==> src/rtl/mm_tile_sched_pkg.sv <==
// Shared types and lane helpers for the blocked 2x2 tile matrix-multiply scheduler.
package mm_pkg;

   typedef enum logic [2:0] {IDLE, FETCH, LOAD, MAC, WRITE, DONE} state_t;

   // Lane positions inside a packed tile {X22,X21,X12,X11}
   localparam int L11 = 0;
   localparam int L12 = 1;
   localparam int L21 = 2;
   localparam int L22 = 3;

   // Widest element the helpers can unpack; callers zero-extend into this
   localparam int MAXW = 32;

   // Element l of a packed tile whose elements are w bits wide
   function automatic logic [MAXW-1:0] tile_lane(input logic [4*MAXW-1:0] vec,
                                                 input int l, input int w);
      tile_lane = MAXW'(vec >> (l*w)) & ({MAXW{1'b1}} >> (MAXW - w));
   endfunction

   // Product lane l of a multiplier result whose lanes are 2*w bits wide
   function automatic logic [2*MAXW-1:0] prod_lane(input logic [8*MAXW-1:0] vec,
                                                   input int l, input int w);
      prod_lane = (2*MAXW)'(vec >> (l*2*w)) & ({(2*MAXW){1'b1}} >> (2*MAXW - 2*w));
   endfunction

endpackage

==> src/rtl/mm_tile_sched_if.sv <==
// Operand read, multiplier and result write signals of the tile scheduler.
interface mm_tile_sched_if #(
   parameter int WIDTH = 16,
   parameter int N     = 4
);
   localparam int T  = N / 2;
   localparam int TW = (T > 1) ? $clog2(T) : 1;

   logic                 a_rd_en;
   logic [TW-1:0]        a_rd_row;
   logic [TW-1:0]        a_rd_col;
   logic [4*WIDTH-1:0]   a_rd_data;
   logic                 b_rd_en;
   logic [TW-1:0]        b_rd_row;
   logic [TW-1:0]        b_rd_col;
   logic [4*WIDTH-1:0]   b_rd_data;
   logic [4*WIDTH-1:0]   eng_a;
   logic [4*WIDTH-1:0]   eng_b;
   logic [8*WIDTH-1:0]   eng_c;
   logic                 c_wr_en;
   logic                 c_wr_ready;
   logic [TW-1:0]        c_wr_row;
   logic [TW-1:0]        c_wr_col;
   logic [4*WIDTH-1:0]   c_wr_data;

   modport master (
      output a_rd_en, a_rd_row, a_rd_col,
      output b_rd_en, b_rd_row, b_rd_col,
      output eng_a, eng_b,
      output c_wr_en, c_wr_row, c_wr_col, c_wr_data,
      input  a_rd_data, b_rd_data, eng_c, c_wr_ready
   );

   modport slave (
      input  a_rd_en, a_rd_row, a_rd_col,
      input  b_rd_en, b_rd_row, b_rd_col,
      input  eng_a, eng_b,
      input  c_wr_en, c_wr_row, c_wr_col, c_wr_data,
      output a_rd_data, b_rd_data, eng_c, c_wr_ready
   );
endinterface

==> src/rtl/mm_tile_acc.sv <==
// Four-lane modulo-2^WIDTH accumulator fed by the low half of each product lane.
module mm_tile_acc
   import mm_pkg::*;
#(
   parameter int WIDTH = 16
) (
   input  logic               clk,
   input  logic               rst,
   input  logic               clr,
   input  logic               en,
   input  logic [8*WIDTH-1:0] prod,
   output logic [4*WIDTH-1:0] acc
);
   logic [8*MAXW-1:0] prod_x;

   assign prod_x = (8*MAXW)'(prod);

   for (genvar l = 0; l < 4; l++) begin : g_lane
      logic [WIDTH-1:0] p;
      logic [WIDTH-1:0] q;

      assign p = WIDTH'(prod_lane(prod_x, l, WIDTH));
      assign acc[l*WIDTH +: WIDTH] = q;

      // lane register: clear wins over accumulate, wrap is intentional
      always_ff @(posedge clk or posedge rst) begin
         if (rst)      q <= '0;
         else if (clr) q <= '0;
         else if (en)  q <= q + p;
      end
   end
endmodule

==> src/rtl/mm_tile_sched.sv <==
// Walks C(i,j) tiles row-major, accumulating A(i,k)*B(k,j) over k through one
// shared combinational 2x2 multiplier, and writes each finished tile once.
module mm_tile_sched
   import mm_pkg::*;
#(
   parameter int WIDTH = 16,
   parameter int N     = 4
) (
   input  logic clk,
   input  logic rst,
   input  logic start,
   input  logic abort,
   output logic busy,
   output logic done,
   mm_tile_sched_if.master bus
);
   localparam int T  = N / 2;
   localparam int TW = (T > 1) ? $clog2(T) : 1;
   localparam logic [TW-1:0] LAST = TW'(T - 1);

   state_t             state, nxt;
   logic [TW-1:0]      i, j, k;
   logic [4*WIDTH-1:0] eng_a_q, eng_b_q, acc;
   logic               go, last_k, last_j, last_i;
   logic               wr_en, xfer, acc_clr, acc_en;

   assign go      = start & ~abort;
   assign last_k  = (k == LAST);
   assign last_j  = (j == LAST);
   assign last_i  = (i == LAST);
   // an abort in WRITE drops the pending tile, so the strobe is withdrawn
   assign wr_en   = (state == WRITE) & ~abort;
   assign xfer    = wr_en & bus.c_wr_ready;
   assign acc_clr = ((state == IDLE) & go) | xfer;
   assign acc_en  = (state == MAC) & ~abort;

   // state register
   always_ff @(posedge clk or posedge rst) begin
      if (rst) state <= IDLE;
      else     state <= nxt;
   end

   // next state and output decode
   always_comb begin
      nxt           = state;
      busy          = (state != IDLE);
      done          = (state == DONE);
      bus.a_rd_en   = 1'b0;
      bus.a_rd_row  = '0;
      bus.a_rd_col  = '0;
      bus.b_rd_en   = 1'b0;
      bus.b_rd_row  = '0;
      bus.b_rd_col  = '0;
      bus.eng_a     = eng_a_q;
      bus.eng_b     = eng_b_q;
      bus.c_wr_en   = wr_en;
      bus.c_wr_row  = '0;
      bus.c_wr_col  = '0;
      bus.c_wr_data = '0;
      if (state == FETCH) begin
         bus.a_rd_en  = 1'b1;
         bus.a_rd_row = i;
         bus.a_rd_col = k;
         bus.b_rd_en  = 1'b1;
         bus.b_rd_row = k;
         bus.b_rd_col = j;
      end
      if (wr_en) begin
         bus.c_wr_row  = i;
         bus.c_wr_col  = j;
         bus.c_wr_data = acc;
      end
      if (state != IDLE && abort) begin
         nxt = IDLE;
      end else begin
         case (state)
            IDLE:    if (go) nxt = FETCH;
            FETCH:   nxt = LOAD;
            LOAD:    nxt = MAC;
            MAC:     nxt = last_k ? WRITE : FETCH;
            WRITE:   if (xfer) nxt = (last_i && last_j) ? DONE : FETCH;
            DONE:    nxt = IDLE;
            default: nxt = IDLE;
         endcase
      end
   end

   // tile indices: k steps inside a tile, (i,j) advance row-major on each write
   always_ff @(posedge clk or posedge rst) begin
      if (rst) begin
         i <= '0;
         j <= '0;
         k <= '0;
      end else if (state == IDLE) begin
         if (go) begin
            i <= '0;
            j <= '0;
            k <= '0;
         end
      end else if (!abort) begin
         if (state == MAC && !last_k) k <= k + 1'b1;
         if (xfer) begin
            k <= '0;
            j <= last_j ? '0 : j + 1'b1;
            if (last_j) i <= last_i ? '0 : i + 1'b1;
         end
      end
   end

   // operand registers feeding the multiplier, loaded the cycle after the read
   always_ff @(posedge clk or posedge rst) begin
      if (rst) begin
         eng_a_q <= '0;
         eng_b_q <= '0;
      end else if (state == LOAD && !abort) begin
         eng_a_q <= bus.a_rd_data;
         eng_b_q <= bus.b_rd_data;
      end
   end

   mm_tile_acc #(.WIDTH(WIDTH)) u_acc (
      .clk  (clk),
      .rst  (rst),
      .clr  (acc_clr),
      .en   (acc_en),
      .prod (bus.eng_c),
      .acc  (acc)
   );
endmodule
==> src/flat_wrapper.sv <==
// flat-port wrapper written by rule: the top's interface ports become plain ports
module mm_tile_sched_flat import mm_pkg::*;
#(
   parameter int WIDTH = 16,
   parameter int N     = 4
)
  (clk, rst, start, abort, busy, done, bus_a_rd_en, bus_a_rd_row, bus_a_rd_col, bus_b_rd_en, bus_b_rd_row, bus_b_rd_col, bus_eng_a, bus_eng_b, bus_c_wr_en, bus_c_wr_row, bus_c_wr_col, bus_c_wr_data, bus_a_rd_data, bus_b_rd_data, bus_eng_c, bus_c_wr_ready);
  mm_tile_sched_if #(.WIDTH(WIDTH), .N(N)) bus_i ();
  input  logic clk;
  input  logic rst;
  input  logic start;
  input  logic abort;
  output logic busy;
  output logic done;
  output wire logic [$bits(bus_i.a_rd_en)-1:0] bus_a_rd_en;
  output wire logic [$bits(bus_i.a_rd_row)-1:0] bus_a_rd_row;
  output wire logic [$bits(bus_i.a_rd_col)-1:0] bus_a_rd_col;
  output wire logic [$bits(bus_i.b_rd_en)-1:0] bus_b_rd_en;
  output wire logic [$bits(bus_i.b_rd_row)-1:0] bus_b_rd_row;
  output wire logic [$bits(bus_i.b_rd_col)-1:0] bus_b_rd_col;
  output wire logic [$bits(bus_i.eng_a)-1:0] bus_eng_a;
  output wire logic [$bits(bus_i.eng_b)-1:0] bus_eng_b;
  output wire logic [$bits(bus_i.c_wr_en)-1:0] bus_c_wr_en;
  output wire logic [$bits(bus_i.c_wr_row)-1:0] bus_c_wr_row;
  output wire logic [$bits(bus_i.c_wr_col)-1:0] bus_c_wr_col;
  output wire logic [$bits(bus_i.c_wr_data)-1:0] bus_c_wr_data;
  input wire logic [$bits(bus_i.a_rd_data)-1:0] bus_a_rd_data;
  input wire logic [$bits(bus_i.b_rd_data)-1:0] bus_b_rd_data;
  input wire logic [$bits(bus_i.eng_c)-1:0] bus_eng_c;
  input wire logic [$bits(bus_i.c_wr_ready)-1:0] bus_c_wr_ready;
  assign bus_a_rd_en = bus_i.a_rd_en;
  assign bus_a_rd_row = bus_i.a_rd_row;
  assign bus_a_rd_col = bus_i.a_rd_col;
  assign bus_b_rd_en = bus_i.b_rd_en;
  assign bus_b_rd_row = bus_i.b_rd_row;
  assign bus_b_rd_col = bus_i.b_rd_col;
  assign bus_eng_a = bus_i.eng_a;
  assign bus_eng_b = bus_i.eng_b;
  assign bus_c_wr_en = bus_i.c_wr_en;
  assign bus_c_wr_row = bus_i.c_wr_row;
  assign bus_c_wr_col = bus_i.c_wr_col;
  assign bus_c_wr_data = bus_i.c_wr_data;
  assign bus_i.a_rd_data = bus_a_rd_data;
  assign bus_i.b_rd_data = bus_b_rd_data;
  assign bus_i.eng_c = bus_eng_c;
  assign bus_i.c_wr_ready = bus_c_wr_ready;
  mm_tile_sched #(.WIDTH(WIDTH), .N(N)) u_core (.clk(clk), .rst(rst), .start(start), .abort(abort), .busy(busy), .done(done), .bus(bus_i));
endmodule
==> config.mk <==
export PLATFORM = sky130hd
export DESIGN_NAME = mm_tile_sched_flat
export DESIGN_NICKNAME = d
export VERILOG_FILES = /design/src/rtl/mm_tile_sched_pkg.sv /design/src/rtl/mm_tile_sched_if.sv /design/src/rtl/mm_tile_acc.sv /design/src/rtl/mm_tile_sched.sv /design/src/flat_wrapper.sv
export SDC_FILE = /design/constraint.sdc
export NUM_CORES = 1
export LEC_CHECK = 0
export CAP_MARGIN = 5
export CELL_PAD_IN_SITES_DETAIL_PLACEMENT = 2
export CELL_PAD_IN_SITES_GLOBAL_PLACEMENT = 2
export CORE_AREA = 2 2 202 204
export CTS_CLUSTER_SIZE = 8
export DETAILED_ROUTE_END_ITERATION = 7
export DIE_AREA = 0 0 204 206
export PLACE_DENSITY_LB_ADDON = 0.1
export REMOVE_ABC_BUFFERS = 1
export SLEW_MARGIN = 25
export SYNTH_ARGS = -nofsm -noshare
export SYNTH_HDL_FRONTEND = slang
export SYNTH_SLANG_ARGS = --single-unit
==> constraint.sdc <==
create_clock -name clk -period 16.7 [get_ports clk]
set_input_delay 4.175 -clock clk [delete_from_list [all_inputs] [get_ports clk]]
set_output_delay 4.175 -clock clk [all_outputs]
set_load 0.01 [all_outputs]
**Signal wires by layer**

Drawn at 2 px/um.
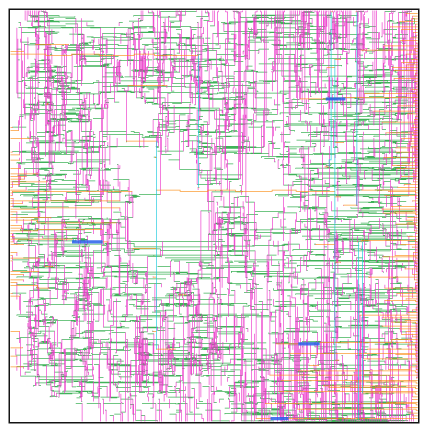
Key: M5 = blue [wire length 38.6 um]; M1 = green [wire length 17900 um]; M2 = magenta [wire length 20.0 mm]; M3 = orange [wire length 2690 um]; M4 = cyan [wire length 663 um]

**Port wiring**

Drawn at 2 px/um.
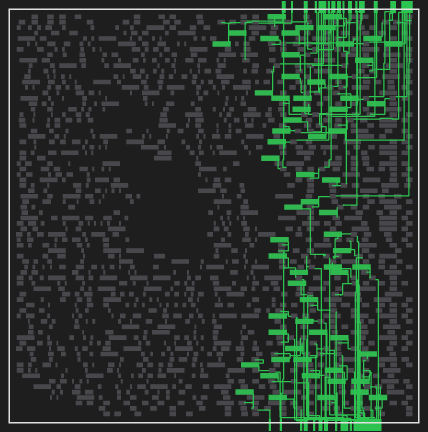
Key: bus_eng_b = green [bits 64, direction output, edge 33 top, 31 bottom, end cells 64, wire 4040 um]

**Routing congestion**

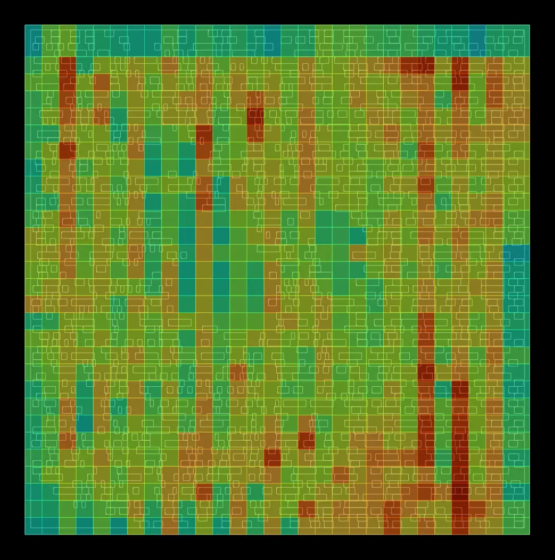
fin util: 39.2%
Tot GR Track Use: 19.7%
met3 track utilization from global routing: 5.57%
busiest layer in global routing: met2
GR Layer Usage met1: 24.6%

**Sequential cells coloured by netlist name**

Drawn at 1.5 px/um.
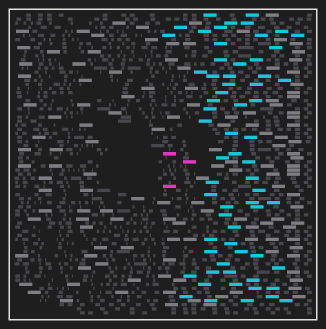
Key: u_core.bus.eng_b = cyan [placed flops 64, where a vertical strip on the right]; u_core.state = magenta [placed flops 3]
Another 131 sequential cells are not coloured.

**Ports around the boundary**

Drawn at 1.5 px/um. Pins as bars across the die edge, other pins in grey.
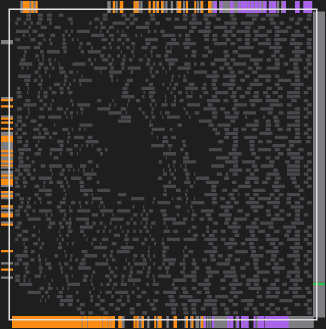
Key: bus_c_wr_col = green [pins 1, direction output, edge right]; bus_eng_c = orange [pins 128, direction input, edge 82 bottom, 24 left, 22 top]; bus_eng_b = purple [pins 64, direction output, edge 33 top, 31 bottom]
All pins by edge: 166 bottom, 150 right, 98 top, 50 left.

## worst max path at each step
| stage | start | endpoint | slack [ns] | depth (start not counted) |
|---|---|---|---|---|
| finish | abort | bus_c_wr_data[3] | 5.48 | 5 |
| floorplan | abort | u_core.bus.eng_a[0] | 2.12 | 2 |
| detailed placement | abort | bus_c_wr_data[3] | 5.34 | 5 |
| global placement | abort | bus_c_wr_data[3] | 5.37 | 5 |
| CTS | abort | bus_c_wr_data[3] | 5.33 | 5 |
| global route | abort | bus_c_wr_data[5] | 5.22 | 5 |
## power by group through the flow
stage / registers, mW / clock network (mW) / logic (mW)
floorplan: 0.829 / 0 / 0.303
global placement: 0.753 / 0 / 0.864
detailed placement: 0.768 / 0 / 0.876
CTS: 0.759 / 0.440 / 0.880
global route: 0.782 / 0.458 / 0.927
finish: 0.755 / 0.425 / 0.863
==> flow_summary.yaml <==
# flow metrics
worst_setup_path:
  endpoint_kind: "primary output"
  worst_path_most_repeated_cell: "sky130_fd_sc_hd__clkdlybuf4s50_1"
  timing.reg2reg.worst_path_depth: 5
  timing.critical_path.buf_inv: 3
  reg2reg_from: "u_core.state[1]"
  critPathSlowestCell: "sky130_fd_sc_hd__nor3_4"
  worst_r2r_endpoint: "u_core.bus.eng_b[55]"
  worst_ep_arrival_time_ns: 7.05
  critPathLaunchType: "primary input"
  path_class: "in2out"
final_timing:
  final_max_slew_viol_count: 0
  fin_worst_skew_ns: 0.00968
  timing.setup.tns_ns: 0
final_layout:
  clock_area_share_pct: 3.63
  num_antenna_cells: 2
  number_of_nets_at_the_end_of_the_flow: 1678
  area.combinational_sq_um: 5400
  fillerInstances: 4235
  dominant_kind_of_cell: "multi-input combinational cells"
  final.clkbuf_count: 20
  sequential_cell_total: 198
  layout.cells.non_filler: 1900
place:
  post-dp-hpwl_um: 31400
  gp_congestion: 0.764
clocking:
  post_cts.repair.setup_buffers: 0
  cts.sink_count: 198
  cts_hold_buf: 0
  htree_levels: 4
  cts.root.buffer_cell: "sky130_fd_sc_hd__clkbuf_16"
  cts_tree: "done"
min_path:
  timing.hold.worst.class: "reg2reg"
floorplan:
  placement_row_count: 74
  fp_util_pct: 26.5
  die_y_um: 206
  die-area_sq_um: 42000
  ios: 464
synth:
  netlist_top_cells_count: "sky130_fd_sc_hd__dfrtp_1 (198), sky130_fd_sc_hd__mux2_2 (128), sky130_fd_sc_hd__nand2_1 (78)"
  netlist_logic_family_top: "multiplexers"
  seq_area_frac_synth_pct: 46.6
  netlist_instances: 970
  synth-warning-count: 0
drt:
  routed-via-count: 9042
  drc_viols: 0
  drt-vias-per-instance: 4.76
power:
  internal-power_mw: 1.37
  ir_drop_v: 0.0000724
  pwr-share-clk_pct: 20.8
  sequentialPowerShare_pct: 37.0
  pwr_density_cell_nw_per_um2: 130
  share_comb_of_total_power_pct: 42.3
  total_leakage_power_nw: 6.61
grt:
  first_global_vias: 9721
  met2_usage_pct: 33.3
  initial_antenna_violation_count: 6
outcome:
  status: "finished, final reports clean"
flow_run:
  max_cap_viol_count: 0
Power figures rest on the tool's default switching activity, not on a simulated workload.
